===== config.mk =====
export PLATFORM = sky130hd
export DESIGN_NAME = alu_iter_exec_flat
export DESIGN_NICKNAME = d
export VERILOG_FILES = /design/src/rtl/alu_iter_exec_if.sv /design/src/rtl/alu_iter_exec.sv /design/src/flat_wrapper.sv
export SDC_FILE = /design/constraint.sdc
export NUM_CORES = 1
export LEC_CHECK = 0
export CAP_MARGIN = 20
export CORE_MARGIN = 2
export CORE_UTILIZATION = 35
export DETAILED_ROUTE_END_ITERATION = 16
export PLACE_DENSITY = 0.56
export RECOVER_POWER = 25
export SKIP_CTS_REPAIR_TIMING = 1
export SLEW_MARGIN = 5
export SYNTH_ARGS = -nofsm -noshare
export SYNTH_HDL_FRONTEND = slang
export SYNTH_SLANG_ARGS = --single-unit

===== constraint.sdc =====
create_clock -name clk -period 4.85 [get_ports clk]
set_clock_uncertainty 0.05 [all_clocks]
set_input_delay 0.7275 -clock clk [delete_from_list [all_inputs] [get_ports clk]]
set_output_delay 0.7275 -clock clk [all_outputs]
set_load 0.01 [all_outputs]

===== src/rtl/alu_iter_exec_if.sv =====
// rtl/alu_iter_exec_if.sv - operand/result handshake bundle for the iterative ALU execute stage
interface alu_iter_exec_if #(parameter int WIDTH = 32);
    logic             in_valid;
    logic             in_ready;
    logic [3:0]       op;
    logic [WIDTH-1:0] a;
    logic [WIDTH-1:0] b;
    logic             out_valid;
    logic             out_ready;
    logic [WIDTH-1:0] result;
    logic             zero;
    logic             lt_s;
    logic             lt_u;
    logic             illegal;

    modport master (
        output in_valid, op, a, b, out_ready,
        input  in_ready, out_valid, result, zero, lt_s, lt_u, illegal
    );

    modport slave (
        input  in_valid, op, a, b, out_ready,
        output in_ready, out_valid, result, zero, lt_s, lt_u, illegal
    );
endinterface


===== src/rtl/alu_iter_exec.sv =====
// rtl/alu_iter_exec.sv - execute stage with single-cycle logic/arith ops and bit-serial shifts
module alu_iter_exec #(
    parameter int WIDTH = 32,
    parameter int SHW   = $clog2(WIDTH)
) (
    input  logic           clk,
    input  logic           rst_n,
    alu_iter_exec_if.slave bus
);
    typedef enum logic [1:0] {IDLE, SHIFT, DONE} state_t;

    state_t           state, state_n;
    logic [WIDTH-1:0] res_q;
    logic [3:0]       op_q;
    logic [SHW-1:0]   cnt_q;
    logic             lt_s_q, lt_u_q, ill_q;

    logic             accept, is_shift, legal, lt_s_n, lt_u_n;
    logic [SHW-1:0]   shamt;
    logic [WIDTH-1:0] alu_val;

    assign accept   = bus.in_valid && (state == IDLE);
    assign shamt    = bus.b[SHW-1:0];
    assign lt_s_n   = $signed(bus.a) < $signed(bus.b);
    assign lt_u_n   = bus.a < bus.b;
    assign is_shift = (bus.op == 4'b0100) || (bus.op == 4'b1000) || (bus.op == 4'b1100);

    always_comb begin
        alu_val = '0;
        legal   = 1'b1;
        case (bus.op)
            4'b0000: alu_val = bus.a & bus.b;
            4'b0001: alu_val = bus.a | bus.b;
            4'b0010: alu_val = bus.a + bus.b;
            4'b0011: alu_val = bus.a ^ bus.b;
            4'b0101: alu_val = {{(WIDTH-1){1'b0}}, lt_u_n};
            4'b0110,
            4'b0111: alu_val = bus.a - bus.b;
            4'b1010: alu_val = {{(WIDTH-1){1'b0}}, lt_s_n};
            4'b0100,
            4'b1000,
            4'b1100: alu_val = '0;
            default: legal = 1'b0;
        endcase
    end

    always_comb begin
        state_n = state;
        case (state)
            IDLE:  if (accept) state_n = (is_shift && shamt != '0) ? SHIFT : DONE;
            SHIFT: if (cnt_q == SHW'(1)) state_n = DONE;
            DONE:  if (bus.out_ready) state_n = IDLE;
            default: state_n = IDLE;
        endcase
    end

    always_ff @(posedge clk or negedge rst_n) begin
        if (!rst_n) state <= IDLE;
        else        state <= state_n;
    end

    // res_q doubles as the shift register while in SHIFT; a zero shift loads a and finishes.
    always_ff @(posedge clk or negedge rst_n) begin
        if (!rst_n) begin
            res_q  <= '0;
            op_q   <= '0;
            cnt_q  <= '0;
            lt_s_q <= 1'b0;
            lt_u_q <= 1'b0;
            ill_q  <= 1'b0;
        end else begin
            case (state)
                IDLE: if (accept) begin
                    op_q   <= bus.op;
                    cnt_q  <= shamt;
                    lt_s_q <= lt_s_n;
                    lt_u_q <= lt_u_n;
                    ill_q  <= !legal;
                    res_q  <= is_shift ? bus.a : alu_val;
                end
                SHIFT: begin
                    cnt_q <= cnt_q - SHW'(1);
                    case (op_q)
                        4'b0100: res_q <= {res_q[WIDTH-2:0], 1'b0};
                        4'b1000: res_q <= {1'b0, res_q[WIDTH-1:1]};
                        default: res_q <= {res_q[WIDTH-1], res_q[WIDTH-1:1]};
                    endcase
                end
                default: ;
            endcase
        end
    end

    assign bus.in_ready  = (state == IDLE);
    assign bus.out_valid = (state == DONE);
    assign bus.result    = res_q;
    assign bus.zero      = (state == DONE) && (res_q == '0);
    assign bus.illegal   = (state == DONE) && ill_q;
    assign bus.lt_s      = lt_s_q;
    assign bus.lt_u      = lt_u_q;
endmodule


===== src/flat_wrapper.sv =====
// flat-port wrapper written by rule: the top's interface ports become plain ports
module alu_iter_exec_flat 
#(
    parameter int WIDTH = 32,
    parameter int SHW   = $clog2(WIDTH)
)
  (clk, rst_n, bus_in_valid, bus_op, bus_a, bus_b, bus_out_ready, bus_in_ready, bus_out_valid, bus_result, bus_zero, bus_lt_s, bus_lt_u, bus_illegal);
  alu_iter_exec_if #(.WIDTH(WIDTH)) bus_i ();
  input  logic clk;
  input  logic rst_n;
  input wire logic [$bits(bus_i.in_valid)-1:0] bus_in_valid;
  input wire logic [$bits(bus_i.op)-1:0] bus_op;
  input wire logic [$bits(bus_i.a)-1:0] bus_a;
  input wire logic [$bits(bus_i.b)-1:0] bus_b;
  input wire logic [$bits(bus_i.out_ready)-1:0] bus_out_ready;
  output wire logic [$bits(bus_i.in_ready)-1:0] bus_in_ready;
  output wire logic [$bits(bus_i.out_valid)-1:0] bus_out_valid;
  output wire logic [$bits(bus_i.result)-1:0] bus_result;
  output wire logic [$bits(bus_i.zero)-1:0] bus_zero;
  output wire logic [$bits(bus_i.lt_s)-1:0] bus_lt_s;
  output wire logic [$bits(bus_i.lt_u)-1:0] bus_lt_u;
  output wire logic [$bits(bus_i.illegal)-1:0] bus_illegal;
  assign bus_i.in_valid = bus_in_valid;
  assign bus_i.op = bus_op;
  assign bus_i.a = bus_a;
  assign bus_i.b = bus_b;
  assign bus_i.out_ready = bus_out_ready;
  assign bus_in_ready = bus_i.in_ready;
  assign bus_out_valid = bus_i.out_valid;
  assign bus_result = bus_i.result;
  assign bus_zero = bus_i.zero;
  assign bus_lt_s = bus_i.lt_s;
  assign bus_lt_u = bus_i.lt_u;
  assign bus_illegal = bus_i.illegal;
  alu_iter_exec #(.WIDTH(WIDTH), .SHW(SHW)) u_core (.clk(clk), .rst_n(rst_n), .bus(bus_i));
endmodule

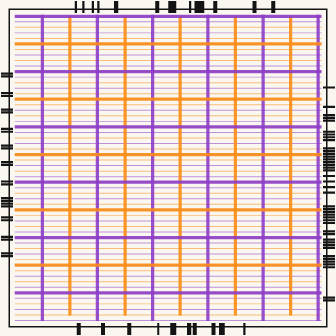
run_1/power_grid.png
Pins as bars on the die edge.
orange -> VDD
purple -> VSS
met5 straps = 11
signal pins = 110
met1 rails = 56

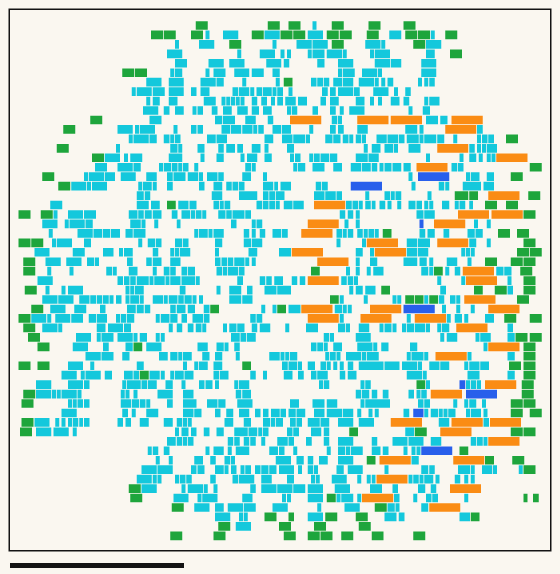
run_1/placement_by_type.png
The bar under the picture is 50 um long.
cyan -> combinational and other logic  # cells 1024, share of their area 72%
orange -> flops  # cells 46, share of their area 13%
green -> other buffers and delay cells  # cells 135, share of their area 14%
blue -> clock drivers and dummy loads  # cells 8, share of their area 1.6%

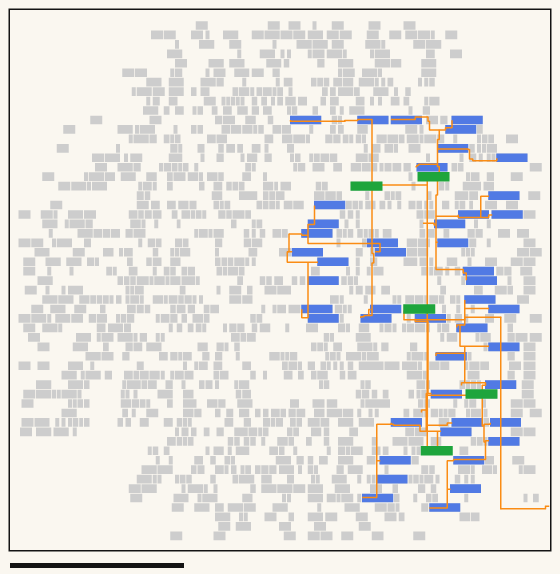
run_1/clk_routes.png
The bar under the picture is 50 um long.
green -> clock drivers  # count 5
blue -> flip-flops  # count 46
orange -> clock wires  # length 754 um
routed clock nets = 6
Latency at later pin: 0.30 ns
Clock power frac: 0.126
Clk. pwr: 0.000352 W

==> flow_summary.yaml, run 1 <==
# yosys + openroad results
status:
  status: "finished with violations"
  failed_checks: "capacitance limit, slew limit"
timing:
  timing.slew.headroom: -0.7558
  fin_ws_ns: 0.4493
  min_period_ns: 4.401
  fmax_mhz: 227.2
  final_max_slew_viol_count: 47
  period_used_share: 0.9074
cells_and_area:
  inverters: 105
  clock_buffers: 6
  flops: 46
  comb_share: 0.6508
  num-multi-input-gates: 919
  largest_register_ffs: 32
  final_cells: 1498
  antenna_cells: 0
  buffer_area_frac: 0.1342
  seq_area_um2: 1151
  drive_gt1_frac: 0.05111
  finalNetCount: 1393
yosys:
  top_area_cell: "ha_1"
  syn-cell-area_um2: 8024
  floorplan.nets: 1325
  yosysChipArea_um2: 8024
  async_flop_share: 1.000
  synth_cell_types: 82
  yosys_cells: 1144
  top_cell_area_share: 0.1668
  synth.yosys.warnings: 0
  flop_cell: "dfrtp_1"
  fa_ha_area_frac: 0.1718
  syn_inst: 1144
  netlist.top_cell.by_instances: "nand2_1"
  yosysSeqAreaShare: 0.1435
  synthAoiAreaFrac: 0.3418
  logic_family: "AND-OR/OR-AND gates"
  ys.flops: 46
clock_network:
  cts_tree: "done"
  cts-htree-levels: 2
  path_clk_slew_ns: 0.07
  cts_sinks: 46
  ctsLongestPathBuffers: 2
flow_run:
  cap_violations: 1
  warning_count: 100
placed_design:
  place_ws_ns: 0.2831
  portBuffers: 109
  dp_hpwl_um: 22880
floorplan:
  initCoreUtil: 0.3555
  std_cell_rows: 55
  coreArea_um2: 22570
  io_pins: 110
setup_path:
  critPathMaxFanout: 8
  reg2reg_depth: 6
  crit_required_ns: 5.04
  cpPeakStageDelay_ns: 0.60
  cp_slowest_cell: "clkdlybuf4s50_1"
  cp-endpoint: "u_core.bus.result[18]$_DFFE_PN0P_"
  crit_path_end_kind: "flop"
  critPathLaunch: "bus_b[0]"
  cp_data_arrival_time_ns: 4.59
global_route:
  track_usage: 0.2405
  gr-total-overflow: 0
  grt_pass1_wl_um: 46450
  antenna_found_initial: 0
min_path:
  hp-start: "u_core.ill_q$_DFFE_PN0P_"
  hold_class: "reg -> reg"
routing:
  avgViaCountPerCell: 6.028
  ant_nets: 0
  dr.pass1.iters: 6
  wl_per_cell_um: 19.98
power_and_ir_drop:
  total_power_w: 0.002798
  power_density_nw_per_um2: 294.3
  vdd.ir_drop.worst_v: 0.0001622
## run 1: power by group
| group | internal (W) | switching, W | total, W |
|---|---|---|---|
| registers | 0.000553 | 0.000261 | 0.000814 |
| clock network | 0.000192 | 0.000160 | 0.000352 |
| logic | 0.000728 | 0.000904 | 0.00163 |
## run 1: critical path, delay by kind of cell
family / cells / cell delay [ns]
compound gates: 7 / 2.22
fa+ha+maj: 2 / 0.72
buf+inv: 2 / 0.68
simple gates: 1 / 0.23
## run 1: placed cells by master, fill, tap and decap left out, types with 17 or more instances in the layout
cell             netlist  final
nand2_1              137    137
o21ai_0               73     73
mux2i_1               31     31
a21oi_1              113    113
nor4_1                17     17
ha_1                 107    107
clkdlybuf4s50_1        0    107
buf_4                  2     24
inv_1                104    104
nor2_1                86     86
o22ai_1               27     27
a31oi_1               26     26
o31ai_1               21     21
nor3_1                20     20
a21o_1                18     18
dfrtp_1               46     46
nand3_1               29     29
## run 1: metal layers
metal	wire, um	track usage	vias up
li1	-	-	4285
met1	14280	0.3568	4294
met2	13060	0.3767	420
met3	2241	0.03008	31
met4	343	0.04107	0
met5	0	0	-
## run 1: how the worst min path moves through the flow
stage / end / slack, ns / depth (start not counted)
6_report: u_core.ill_q$_DFFE_PN0P_ / 0.42 / 2
2_1_floorplan: u_core.bus.lt_s$_DFFE_PN0P_ / 0.38 / 0
3_3_place_gp: u_core.ill_q$_DFFE_PN0P_ / 0.40 / 2
5_1_grt: u_core.ill_q$_DFFE_PN0P_ / 0.48 / 2
4_1_cts: u_core.ill_q$_DFFE_PN0P_ / 0.43 / 2
3_5_place_dp: u_core.ill_q$_DFFE_PN0P_ / 0.41 / 2
==> inputs of run 2 (changes only) <==
--- a/config.mk
+++ b/config.mk
@@ -12,7 +12,7 @@
 export PLACE_DENSITY = 0.56
 export RECOVER_POWER = 25
 export SKIP_CTS_REPAIR_TIMING = 1
-export SLEW_MARGIN = 5
+export SLEW_MARGIN = 20
 export SYNTH_ARGS = -nofsm -noshare
 export SYNTH_HDL_FRONTEND = slang
 export SYNTH_SLANG_ARGS = --single-unit
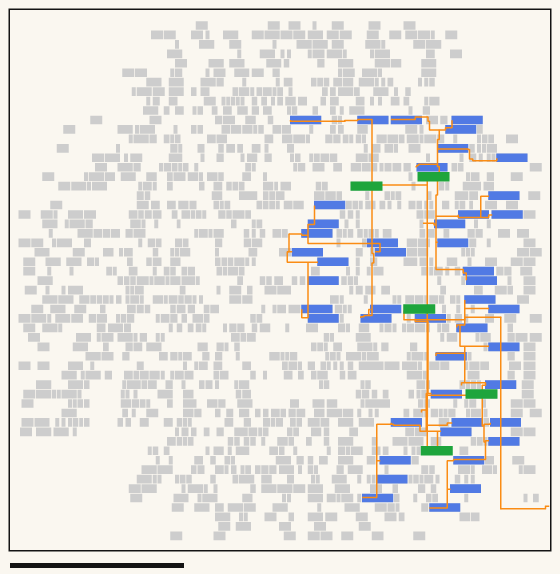
run_2/clk_routes.png
The bar under the picture is 50 um long.

==> run 2 against run 1 <==
The flow still finishes with violations (capacitance limit, slew limit). Critical endpoint unchanged. Utilization did not move. Wire length is the same. Sequential share of layout area is the same. Combinational power hardly changed. Highest routed layer unchanged. Worst setup slack unchanged. Global-route usage stayed put.
==> flow_summary.yaml, run 2 <==
# yosys + openroad results
status:
  status: "finished with violations"
  failed_checks: "capacitance limit, slew limit"
global_route:
  track_usage: 0.2405
  grt_pass1_vias: 8188
  gr-total-overflow: 0
  antenna_found_initial: 0
  grt_max_degree: 48
  grt_pass1_wl_um: 46450
yosys:
  synth_cell_types: 82
  yosysChipArea_um2: 8024
  synth.yosys.warnings: 0
  top_area_cell: "ha_1"
  async_flop_share: 1.000
  flop_cell: "dfrtp_1"
  netlist.top_cell.by_instances: "nand2_1"
  yosysSeqAreaShare: 0.1435
  ys.flops: 46
  top_cell_area_share: 0.1668
  edf_count: 0
  floorplan.nets: 1325
  top_cells_by_area: "ha_1 17%, dfrtp_1 14%, a21oi_1 7.0%"
  syn-cell-area_um2: 8024
  syn_inst: 1144
  yosys_cells: 1144
timing:
  rsz0062_at_grt: "false"
  period_used_share: 0.9074
  fmax_mhz: 227.2
  finalSetupViolCount: 0
  hold_violations: 0
  worstMarginPinSlew_ns: 2.634
  timing.slew.headroom: -0.7558
  final_max_slew_viol_count: 47
  finalSetupTns_ns: 0
  min_period_ns: 4.401
flow_run:
  cap_violations: 1
  warning_count: 100
cells_and_area:
  clock_area_frac: 0.01500
  finalNetCount: 1393
  post-route-util: 0.4213
  seq_area_um2: 1151
  antenna_cells: 0
  num-multi-input-gates: 919
  lay_top_cells: "137 x nand2_1, 113 x a21oi_1, 107 x ha_1, 107 x clkdlybuf4s50_1, 104 x inv_1"
  buffer_area_frac: 0.1342
  seq_share: 0.1211
  comb_share: 0.6508
  inverters: 105
  final_cells: 1498
  flops: 46
  clock_buffers: 6
  largest_register_ffs: 32
  lay_top_count: "nand2_1"
  drive_gt1_frac: 0.05111
min_path:
  hold_class: "reg -> reg"
  hp-start: "u_core.ill_q$_DFFE_PN0P_"
  holdPathEnd: "u_core.ill_q$_DFFE_PN0P_"
  hold_depth: 2
placed_design:
  portBuffers: 109
  place.gp.congestion: 0.9549
  dp_hpwl_um: 22880
setup_path:
  reg2reg_to: "u_core.bus.result[30]$_DFFE_PN0P_"
  crit_path_end_kind: "flop"
  reg2reg_depth: 6
  critPathLaunch: "bus_b[0]"
  crit_required_ns: 5.04
  critPathMaxFanout: 8
  cp_data_arrival_time_ns: 4.59
  cp-endpoint: "u_core.bus.result[18]$_DFFE_PN0P_"
clock_network:
  insertion_delay_ns: 0.30
  path_clk_slew_ns: 0.07
  cts_sinks: 46
  ctsLongestPathBuffers: 2
  cts-htree-levels: 2
  cts_tree: "done"
  cts_buffers: 5
floorplan:
  std_cell_rows: 55
  initCoreUtil: 0.3555
  io_pins: 110
  die_area_um2: 24150
routing:
  avgViaCountPerCell: 6.028
  dr.pass1.iters: 6
  wl_per_cell_um: 19.98
  drt-initial-drc-count: 1002
  drt-total-wl_um: 29930
  ant_nets: 0
power_and_ir_drop:
  vdd.ir_drop.worst_v: 0.0001622
  power.leakage_nw: 4.136
  power_density_nw_per_um2: 294.3
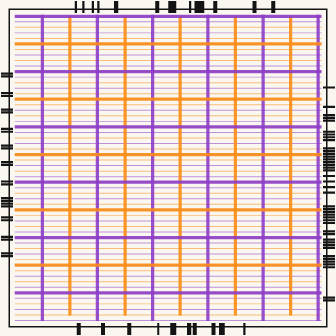
run_2/power_grid.png
Pins as bars on the die edge.
Die Wd: 155.4 um
core box area: 22570 um^2

[run 2: cell counts after synthesis]
Identical to the previous run, type by type.
[run 2: per-stage QoR]
stage	setup slack, ns	instance area [um^2]	hold WS (ns)	total power, W
2_1_floorplan	1.514	8024	0.3804	0.001671
3_3_place_gp	0.2709	9359	0.3966	0.002406
3_5_place_dp	0.2831	9359	0.4136	0.002418
4_1_cts	0.5797	9502	0.4287	0.002771
5_1_grt	0.3376	9509	0.4813	0.002991
6_report	0.4493	9509	0.4245	0.002798
[run 2: kinds of logic after synthesis]
group / count (synthesis) / share of synthesized area
adder cells (fa/ha/maj): 109 / 0.1718
AND/OR/NAND/NOR: 351 / 0.2019
AND-OR/OR-AND: 415 / 0.3418
XOR/XNOR: 11 / 0.01201
flip-flops: 46 / 0.1435
multiplexers: 33 / 0.04148
buffers and inverters: 179 / 0.08748
[run 2: critical path: stages]
cell,delay [ns]
clkdlybuf4s50_1,0.60
ha_1,0.30
inv_1,0.08
fa_1,0.42
and2b_1,0.23
o2111ai_1,0.21
a21oi_2,0.28
a221o_2,0.34
a31oi_1,0.21
o311a_1,0.37
o311ai_0,0.59
a22o_1,0.22
[run 2: where the power goes]
group	total (W)	leakage (nW)	switching (W)	internal [W]
clock	0.000352	0.0708	0.000160	0.000192
combinational	0.00163	3.50	0.000904	0.000728
sequential	0.000814	0.561	0.000261	0.000553
[run 2: layer usage]
| layer | routed length [um] | vias to the layer above | global-route usage |
|---|---|---|---|
| li1 | - | 4285 | - |
| met1 | 14280 | 4294 | 0.3568 |
| met2 | 13060 | 420 | 0.3767 |
| met3 | 2241 | 31 | 0.03008 |
| met4 | 343 | 0 | 0.04107 |
| met5 | 0 | - | 0 |
==> inputs of run 3 (changes only) <==
--- a/config.mk
+++ b/config.mk
@@ -5,7 +5,6 @@
 export SDC_FILE = /design/constraint.sdc
 export NUM_CORES = 1
 export LEC_CHECK = 0
-export CAP_MARGIN = 20
 export CORE_MARGIN = 2
 export CORE_UTILIZATION = 35
 export DETAILED_ROUTE_END_ITERATION = 16
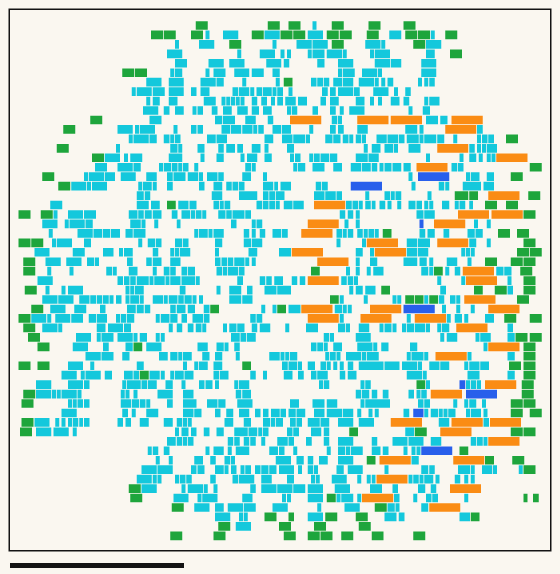
run_3/placement_by_type.png
The bar under the picture is 50 um long.
orange -> flops  # cells 46, share of their area 13%
cyan -> combinational and other logic  # cells 1024, share of their area 72%
blue -> clock drivers and dummy loads  # cells 8, share of their area 1.6%
green -> other buffers and delay cells  # cells 135, share of their area 14%

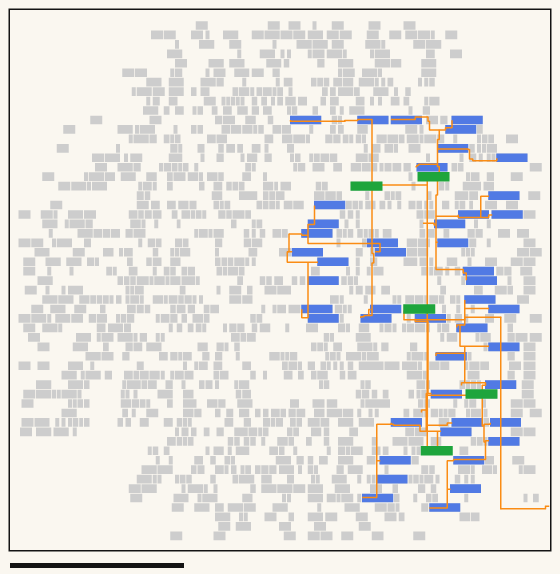
run_3/clk_routes.png
The bar under the picture is 50 um long.

==> run 3 against run 2 <==
Largest power group unchanged. The flow still finishes with violations (capacitance limit, slew limit). Critical endpoint unchanged. Die area unchanged. First-iteration DRC count did not move. Sequential cell count unchanged. Design area unchanged. Total power is the same.
==> flow_summary.yaml, run 3 <==
# yosys + openroad results
global_route:
  track_usage: 0.2405
  grt_pass1_wl_um: 46450
  gr-total-overflow: 0
  antenna_found_initial: 0
  grt_max_degree: 48
  grt_pass1_vias: 8188
flow_run:
  warning_count: 100
  cap_violations: 1
floorplan:
  die_h_um: 155.4
  initCoreUtil: 0.3555
  io_pins: 110
  die_area_um2: 24150
  std_cell_rows: 55
  coreArea_um2: 22570
  die_w_um: 155.4
power_and_ir_drop:
  power_density_nw_per_um2: 294.3
  total_power_w: 0.002798
  power.leakage_nw: 4.136
  vdd.ir_drop.worst_v: 0.0001622
yosys:
  yosys_cells: 1144
  common_cells: "137 x nand2_1, 113 x a21oi_1, 107 x ha_1, 104 x inv_1, 86 x nor2_1"
  synth.yosys.warnings: 0
  async_flop_share: 1.000
  syn_area_per_cell_um2: 7.014
  edf_count: 0
  synth_cell_types: 82
  top_cells_by_area: "ha_1 17%, dfrtp_1 14%, a21oi_1 7.0%"
  floorplan.nets: 1325
  ys.flops: 46
  syn-cell-area_um2: 8024
  yosysSeqAreaShare: 0.1435
  top_area_cell: "ha_1"
  netlist.top_cell.by_instances: "nand2_1"
  yosysChipArea_um2: 8024
  top_cell_area_share: 0.1668
  flop_cell: "dfrtp_1"
  syn_inst: 1144
routing:
  wl_per_cell_um: 19.98
  dr.pass1.iters: 6
  avgViaCountPerCell: 6.028
  ant_nets: 0
  drt-total-wl_um: 29930
  drt-initial-drc-count: 1002
  drcViolationCount: 0
  vias: 9030
timing:
  period_used_share: 0.9074
  finalSetupViolCount: 0
  hold_violations: 0
  final_max_slew_viol_count: 47
  timing.slew.headroom: -0.7558
  fmax_mhz: 227.2
  finalSetupTns_ns: 0
  worstMarginPinSlew_ns: 2.634
  min_period_ns: 4.401
  rsz0062_at_grt: "false"
  hold_ws_ns: 0.4245
setup_path:
  crit_required_ns: 5.04
  reg2reg_depth: 6
  crit_path_end_kind: "flop"
  cp_slowest_cell: "clkdlybuf4s50_1"
  critPathLaunchType: "input pin"
  cp-endpoint: "u_core.bus.result[18]$_DFFE_PN0P_"
  reg2reg_to: "u_core.bus.result[30]$_DFFE_PN0P_"
  path_buffers: 2
  cp_data_arrival_time_ns: 4.59
  cpPeakStageDelay_ns: 0.60
  critPathMaxFanout: 8
  cp_top_family: "AND-OR/OR-AND gates"
  critPathKind: "in -> reg"
  worst-path-stages: 12
  critPathLaunch: "bus_b[0]"
  reg2reg_setup_slack_ns: 2.18
  reg2reg_from: "u_core.state[0]$_DFFE_PN0P_"
  worstPathCellList: "clkdlybuf4s50_1, ha_1, inv_1, fa_1, and2b_1, o2111ai_1, a21oi_2, a221o_2, a31oi_1, o311a_1, o311ai_0, a22o_1"
cells_and_area:
  fillers: 2381
  largest_register_ffs: 32
  antenna_cells: 0
  finalNetCount: 1393
  area.growth.synth_to_final_pct: 18.51
  lay_top_count: "nand2_1"
  drive_gt1_frac: 0.05111
  lay_top_cells: "137 x nand2_1, 113 x a21oi_1, 107 x ha_1, 107 x clkdlybuf4s50_1, 104 x inv_1"
  final_cells: 1498
placed_design:
  place.gp.congestion: 0.9549
  dp.cells: 1489
  dp_hpwl_um: 22880
  portBuffers: 109
clock_network:
  insertion_delay_ns: 0.30
  ctsLongestPathBuffers: 2
  cts_tree: "done"
  cts_sinks: 46
  cts_root_buf: "clkbuf_16"
  cts-htree-levels: 2
  cts_buffers: 5
  path_clk_slew_ns: 0.07
status:
  status: "finished with violations"
  failed_checks: "capacitance limit, slew limit"
min_path:
  hold_class: "reg -> reg"
  hold_depth: 2
  hp-start: "u_core.ill_q$_DFFE_PN0P_"
  holdPathEnd: "u_core.ill_q$_DFFE_PN0P_"
[run 3: cell counts in the layout (fill, tap and decap cells not counted)]
No cell type changed its count.
[run 3: per-stage QoR]
step,setup slack [ns],util,instance area [um^2]
after floorplan,1.514,-,8024
after global placement,0.2709,0.4146,9359
after detailed placement,0.2831,0.4146,9359
after CTS,0.5797,0.4210,9502
after global routing,0.3376,0.4213,9509
final,0.4493,0.4213,9509
[run 3: logic make-up (layout without fill, tap and decap cells)]
kind of cell               Yosys count  after routing  synth area share
and+or+nand+nor                    351            351            0.2019
muxes                               33             33           0.04148
DFF                                 46             46            0.1435
adders and majority gates          109            109            0.1718
buffers and inverters              179            248           0.08748
AOI/OAI and AO/OA                  415            415            0.3418
xor gates and xnor gates            11             11           0.01201
[run 3: area by class of cell]
type	count	area (um^2)	area share
clock buffers	6	128.9	0.01355
clock inverters	2	13.76	0.001447
inverters	105	394.1	0.04145
multi-input cells	919	6188	0.6508
flip-flops and latches	46	1151	0.1211
well taps	285	356.6	0.03750
repair buffers	135	1276	0.1342
[run 3: worst min-delay path, cell delays in order, from the launching register on]
cell	delay (ns)
dfrtp_1	0.34
nand2_1	0.05
nand2_1	0.05
[run 3: per-layer routing]
layer,vias up,part of all wire,global-route usage,wire length [um]
li1,4285,-,-,-
met5,-,0,0,0
met1,4294,0.48,0.3568,14280
met3,31,0.075,0.03008,2241
met4,0,0.011,0.04107,343
met2,420,0.44,0.3767,13060
[run 3: where the power goes]
part / switching [W] / internal [W] / leakage (nW)
clock network: 0.000160 / 0.000192 / 0.0708
logic: 0.000904 / 0.000728 / 3.50
registers: 0.000261 / 0.000553 / 0.561
Power is estimated from default activity; no workload was simulated.
